**config.mk**
```make
export PLATFORM = sky130hd
export DESIGN_NAME = mem_access_hs
export DESIGN_NICKNAME = d
export VERILOG_FILES = /design/src/rtl/mem_access_hs.sv
export SDC_FILE = /design/constraint.sdc
export NUM_CORES = 1
export LEC_CHECK = 0
export CORE_AREA = 2 2 144 146
export CTS_BUF_LIST = sky130_fd_sc_hd__clkbuf_2
export DETAILED_ROUTE_END_ITERATION = 10
export DIE_AREA = 0 0 146 148
export DONT_BUFFER_PORTS = 1
export HOLD_SLACK_MARGIN = 0.1
export PLACE_DENSITY = 0.61
export SLEW_MARGIN = 20
export SYNTH_ARGS = -nofsm -noshare
export SYNTH_HDL_FRONTEND = slang
export SYNTH_SLANG_ARGS = --single-unit
export TNS_END_PERCENT = 5
```
**constraint.sdc**
```tcl
create_clock -name clk -period 2.5 [get_ports clk]
set_input_delay 0.25 -clock clk [delete_from_list [all_inputs] [get_ports clk]]
set_output_delay 0.25 -clock clk [all_outputs]
set_load 0.1 [all_outputs]
```
**src/rtl/mem_access_hs.sv**
```systemverilog
// mem_access_hs: memory access pipeline stage with valid/ready handshakes.
// Holds one instruction and issues at most one request on a req/gnt/rvalid port.
// Hung loads are converted into exceptions by a response timeout.
// Optional build macro: MEM_ACCESS_MISALIGN_TRAP_EN. When it is defined, a
// misaligned memory op traps instead of issuing a request. When it is not
// defined, the low address bits are masked and misalign stays 0.
module mem_access_hs #(
  parameter int DW          = 32,
  parameter int AW          = 32,
  parameter int RSP_TIMEOUT = 255
) (
  input  logic          clk,
  input  logic          rst,
  input  logic          in_valid,
  output logic          in_ready,
  input  logic [1:0]    ir_src,
  input  logic          op_st,
  input  logic          op_ld_or_ldr,
  input  logic          rf_w_mux_jump,
  input  logic [31:0]   pc,
  input  logic [31:0]   ir,
  input  logic [AW-1:0] y,
  input  logic [DW-1:0] d,
  output logic          out_valid,
  input  logic          out_ready,
  output logic [31:0]   pc_next,
  output logic [31:0]   ir_next,
  output logic [AW-1:0] y_next,
  output logic [DW-1:0] ld_data_next,
  output logic          op_ld_or_ldr_next,
  output logic          op_st_next,
  output logic          rf_w_mux_jump_next,
  output logic          bus_err,
  output logic          misalign,
  output logic          mem_req,
  output logic          mem_we,
  output logic [AW-1:0] mem_addr,
  output logic [DW-1:0] mem_wdata,
  input  logic          mem_gnt,
  input  logic          mem_rvalid,
  input  logic [DW-1:0] mem_rdata
);

  // Instruction-source encodings and the two substitute instructions.
  localparam logic [1:0]  IR_SRC_DATA     = 2'd0;
  localparam logic [1:0]  IR_SRC_EXCEPT   = 2'd1;
  localparam logic [1:0]  IR_SRC_NOP      = 2'd2;
  localparam logic [31:0] INST_NOP        = 32'h83FF_F800;
  localparam logic [31:0] INST_BNE_EXCEPT = 32'h77DF_0000;

  // Byte-offset bits within one data word.
  localparam int LSB = $clog2(DW / 8);
  // The counter is kept at least 1 bit wide so that a disabled timeout still elaborates.
  localparam int CW  = (RSP_TIMEOUT > 0) ? $clog2(RSP_TIMEOUT + 1) : 1;
  // Counter value on the last RSP cycle before the timeout fires.
  localparam logic [CW-1:0] TMO_LAST = CW'((RSP_TIMEOUT > 0) ? RSP_TIMEOUT - 1 : 0);

`ifdef MEM_ACCESS_MISALIGN_TRAP_EN
  localparam logic TRAP_EN = 1'b1;
`else
  localparam logic TRAP_EN = 1'b0;
`endif

  typedef enum logic [1:0] {S_EMPTY, S_REQ, S_RSP, S_DONE} state_t;

  state_t        state;
  logic [CW-1:0] cnt;
  logic          capture;
  logic          data_src;
  logic          mem_op;
  logic          trap;
  logic [31:0]   ir_sel;
  logic [AW-1:0] addr_aligned;

  assign in_ready = (state == S_EMPTY) | ((state == S_DONE) & out_ready);
  assign capture  = in_valid & in_ready;
  assign data_src = (ir_src == IR_SRC_DATA);
  // Killed instructions (exception or nop source) never count as memory ops.
  assign mem_op   = (op_st | op_ld_or_ldr) & data_src;
  assign trap     = TRAP_EN & mem_op & (|y[LSB-1:0]);

  // Word-align the request address.
  always_comb begin
    addr_aligned          = y;
    addr_aligned[LSB-1:0] = '0;
  end

  // Select the instruction that moves on, based on its source.
  always_comb begin
    ir_sel = INST_NOP;
    case (ir_src)
      IR_SRC_DATA:   ir_sel = ir;
      IR_SRC_EXCEPT: ir_sel = INST_BNE_EXCEPT;
      IR_SRC_NOP:    ir_sel = INST_NOP;
      default:       ir_sel = INST_NOP;
    endcase
  end

  // Stage FSM: capture, memory request/response, timeout, and the result hold.
  always_ff @(posedge clk) begin
    if (rst) begin
      state              <= S_EMPTY;
      cnt                <= '0;
      out_valid          <= 1'b0;
      pc_next            <= '0;
      ir_next            <= '0;
      y_next             <= '0;
      ld_data_next       <= '0;
      op_ld_or_ldr_next  <= 1'b0;
      op_st_next         <= 1'b0;
      rf_w_mux_jump_next <= 1'b0;
      bus_err            <= 1'b0;
      misalign           <= 1'b0;
      mem_req            <= 1'b0;
      mem_we             <= 1'b0;
      mem_addr           <= '0;
      mem_wdata          <= '0;
    end else if (capture) begin
      pc_next            <= pc;
      y_next             <= y;
      ld_data_next       <= '0;
      rf_w_mux_jump_next <= rf_w_mux_jump;
      bus_err            <= 1'b0;
      misalign           <= 1'b0;
      if (trap) begin
        // A misaligned access becomes an exception without touching memory.
        state             <= S_DONE;
        out_valid         <= 1'b1;
        ir_next           <= INST_BNE_EXCEPT;
        misalign          <= 1'b1;
        op_st_next        <= 1'b0;
        op_ld_or_ldr_next <= 1'b0;
      end else if (mem_op) begin
        state             <= S_REQ;
        out_valid         <= 1'b0;
        ir_next           <= ir_sel;
        op_st_next        <= op_st;
        op_ld_or_ldr_next <= op_ld_or_ldr;
        mem_req           <= 1'b1;
        mem_we            <= op_st;
        mem_addr          <= addr_aligned;
        mem_wdata         <= d;
      end else begin
        state             <= S_DONE;
        out_valid         <= 1'b1;
        ir_next           <= ir_sel;
        op_st_next        <= 1'b0;
        op_ld_or_ldr_next <= 1'b0;
      end
    end else begin
      case (state)
        S_REQ: begin
          if (mem_gnt) begin
            mem_req <= 1'b0;
            mem_we  <= 1'b0;
            if (mem_we) begin
              state     <= S_DONE;
              out_valid <= 1'b1;
            end else begin
              state <= S_RSP;
              cnt   <= '0;
            end
          end
        end
        S_RSP: begin
          if (mem_rvalid) begin
            // Data that arrives in the timeout cycle still wins.
            ld_data_next <= mem_rdata;
            state        <= S_DONE;
            out_valid    <= 1'b1;
          end else if ((RSP_TIMEOUT != 0) && (cnt >= TMO_LAST)) begin
            ld_data_next      <= '0;
            ir_next           <= INST_BNE_EXCEPT;
            op_ld_or_ldr_next <= 1'b0;
            bus_err           <= 1'b1;
            state             <= S_DONE;
            out_valid         <= 1'b1;
          end else if (cnt != '1) begin
            cnt <= cnt + 1'b1;
          end
        end
        S_DONE: begin
          if (out_ready) begin
            state     <= S_EMPTY;
            out_valid <= 1'b0;
          end
        end
        default: ;
      endcase
    end
  end

endmodule
```
==> results.yml <==
# generated from flow reports
placement:
  post-place-ws_ns: 0.212
  dp.cells: 1265
  portBuffers: 0
  place.gp.congestion: 0.836
  hpwl_um: 14400
finish:
  dominant_cells: "flip-flops and latches"
  regArea_um2: 4150
  final_common_cell: "nand2_1"
  layout.cells.non_filler: 1618
  lay_top_cells: "nand2_1 (277), dlygate4sd3_1 (258), dfxtp_1 (205)"
  clk_share_pct: 4.26
  nets: 1487
  n_fill_cell: 1638
  comb_area_share_pct: 24.9
  diodes: 1
  final-nonclk-buf-share_pct: 33.2
  logic_gates: 606
  comb_area_um2: 2990
power_and_ir_drop:
  p_sw_w: 0.00564
  p_clk_w: 0.00244
  power.density_nw_per_um2: 979
  p_leak_nw: 5.17
  clock_power_share_pct: 20.7
  p_seq_share_pct: 37.7
  power_leader: "combinational logic"
  irDropWorstVdd_mv: 0.621
  powerSeq_w: 0.00444
  power_w: 0.0118
  intPower_w: 0.00613
  pg_comb_w: 0.00489
routing:
  ant_nets: 0
  viasPerCell: 5.02
  drcViolationCount: 0
  route.met3.wl_um: 2480
  met2WireLength_um: 13600
  first_iter_violations: 440
  first_pass_iters: 5
setup_path:
  crit_buf_inv: 2
  rrSetupSlack_ns: 0.05
  r2r-start: "state[0]"
  crit_chain: "inv_1 -> ha_1 -> a21o_4 -> and3_1 -> o21ai_4 -> nand2_1 -> a21oi_1 -> dlygate4sd3_1"
  end_kind: "flop"
  ff2ff_path_depth: 8
  start_kind: "flop"
  path_class: "flop to flop"
  critical_path.endpoint: "mem_addr[10]"
  worst-path-stages: 8
  worst_ep_required_time_ns: 3.21
  crit_arrival_ns: 3.16
  critPathSlowestCell: "dlygate4sd3_1"
  r2r_end: "mem_addr[10]"
timing:
  worst_pin_slew_ns: 1.01
  setup_slack_ns: 0.0457
  fin_crit_ns: 2.45
  maxSlewViolCount: 0
  hold_ws_ns: 0.149
  finalSetupTns_ns: 0
  finalCritPeriodShare_pct: 98.2
  fmax_ghz: 0.407
  setup_violations: 0
  relSlewSlack_pct: 32.5
synth:
  synth_top_cell_by_count: "nand2_1"
  ys_sh_mux_pct: 0.745
  synth_warnings: 0
  netlist_logic_family_top: "AND-OR/OR-AND gates"
  synthSimpleGateAreaFrac_pct: 18.9
  netlist_area_um2: 7390
  synth-edff-count: 0
  ys_seq_share_pct: 56.0
  top_cell_area_share_pct: 56.0
  largest_area_cell: "dfxtp_1"
  ys_ff: 207
  area_leaders: "dfxtp_1 (56%), nand2_1 (14%), a21oi_1 (9.7%)"
  synthCells: 888
  adder_share_pct: 1.02
  ys_chip_area_um2: 7390
  ys_types: 38
  ys_sh_xor_pct: 0
  async_flop_share_pct: 0
  yosys_cells: 888
flow_run:
  maxCapViolations: 0
global_routing:
  grt_pass1_vias: 7317
  grt_first_pass_wirelength_um: 36700
  antenna_found_initial: 1
  grt_max_degree: 162
  grt_util_met1_pct: 22.4
clocking:
  cts_hold_buffers: 163
  clk_pin_slew_ns: 0.10
  cts_inserted_buffers: 52
  ctsResizeCount: 0
  numClockSinks: 207
  ctsRootBufferMaster: "clkbuf_2"
  cts_max_level: 2
  clockBufferDepth: 3
floorplan:
  initCoreUtil_pct: 36.9
  die_height_um: 148
  tap_cells: 270
  dieArea_um2: 21600
min_path:
  min_from: "y[28]"
  hold_path.class: "primary input to flop"
  hold-path-cell-count: 3
status:
  status: "complete, no violations"
Fig. 1: routing congestion
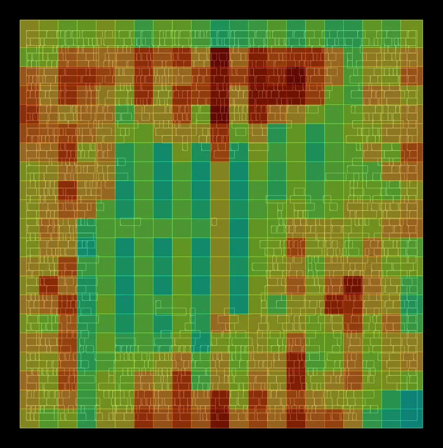
Routed WL per cell: 16.7 um
Global Route met3 Usage: 7.65%
most used routing layer: met2
fin util: 60.0%

Fig. 2: cell classes on the final placement
The bar under the picture is 50 um long.
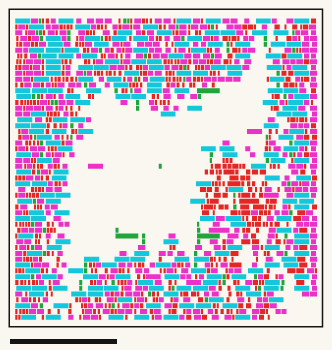
[combinational and other logic] red | cells: 617
[other buffers and delay cells] magenta | cells: 432
[clock drivers and dummy loads] green | cells: 91
[flops] cyan | cells: 207
fin area: 12,000 um2
row cnt: 52
Core Area: 20,000 um2
Seq/total area: 34.5%

Fig. 3: sizing map
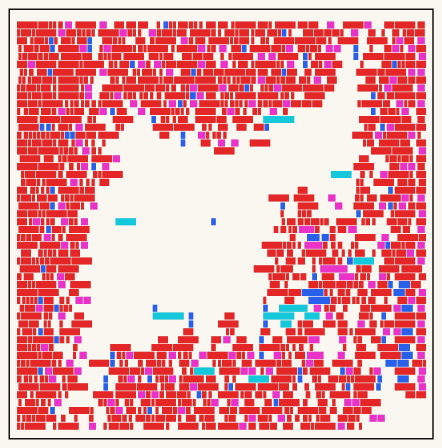
[_3 and _4 cells] magenta | cells: 172 | share: 13% | most used: buf_4
[_6 and larger] cyan | cells: 11 | share: 0.82% | most used: buf_12
[_0 and _1 cells] red | cells: 1,076 | share: 80% | most used: nand2_1
[_2 cells] blue | cells: 88 | share: 6.5% | most used: clkbuf_2
Area growth, synth to finish: 62.5%
nonclk buf count: 432

Fig. 4: signal metal coverage by tile
The bar under the picture is 50 um long. 29 x 30 tiles, from dark purple (low) to yellow (high), scaled to the fullest tile. Values are wire area over tile area, all layers added.
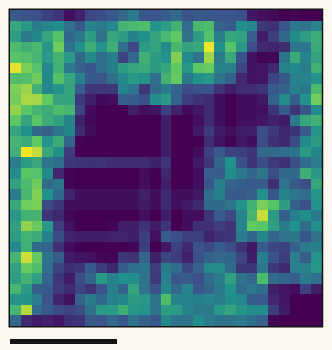
mean over tiles: 0.21
densest ninth of the die: top left
nearly empty tiles: 12%
fullest tile: 0.67
tiles over half the peak: 23%
emptiest ninth of the die: middle
vias post-DR: 8,119
GRT Util Overall: 20.6%
DRT Wirelength: 27,100 um

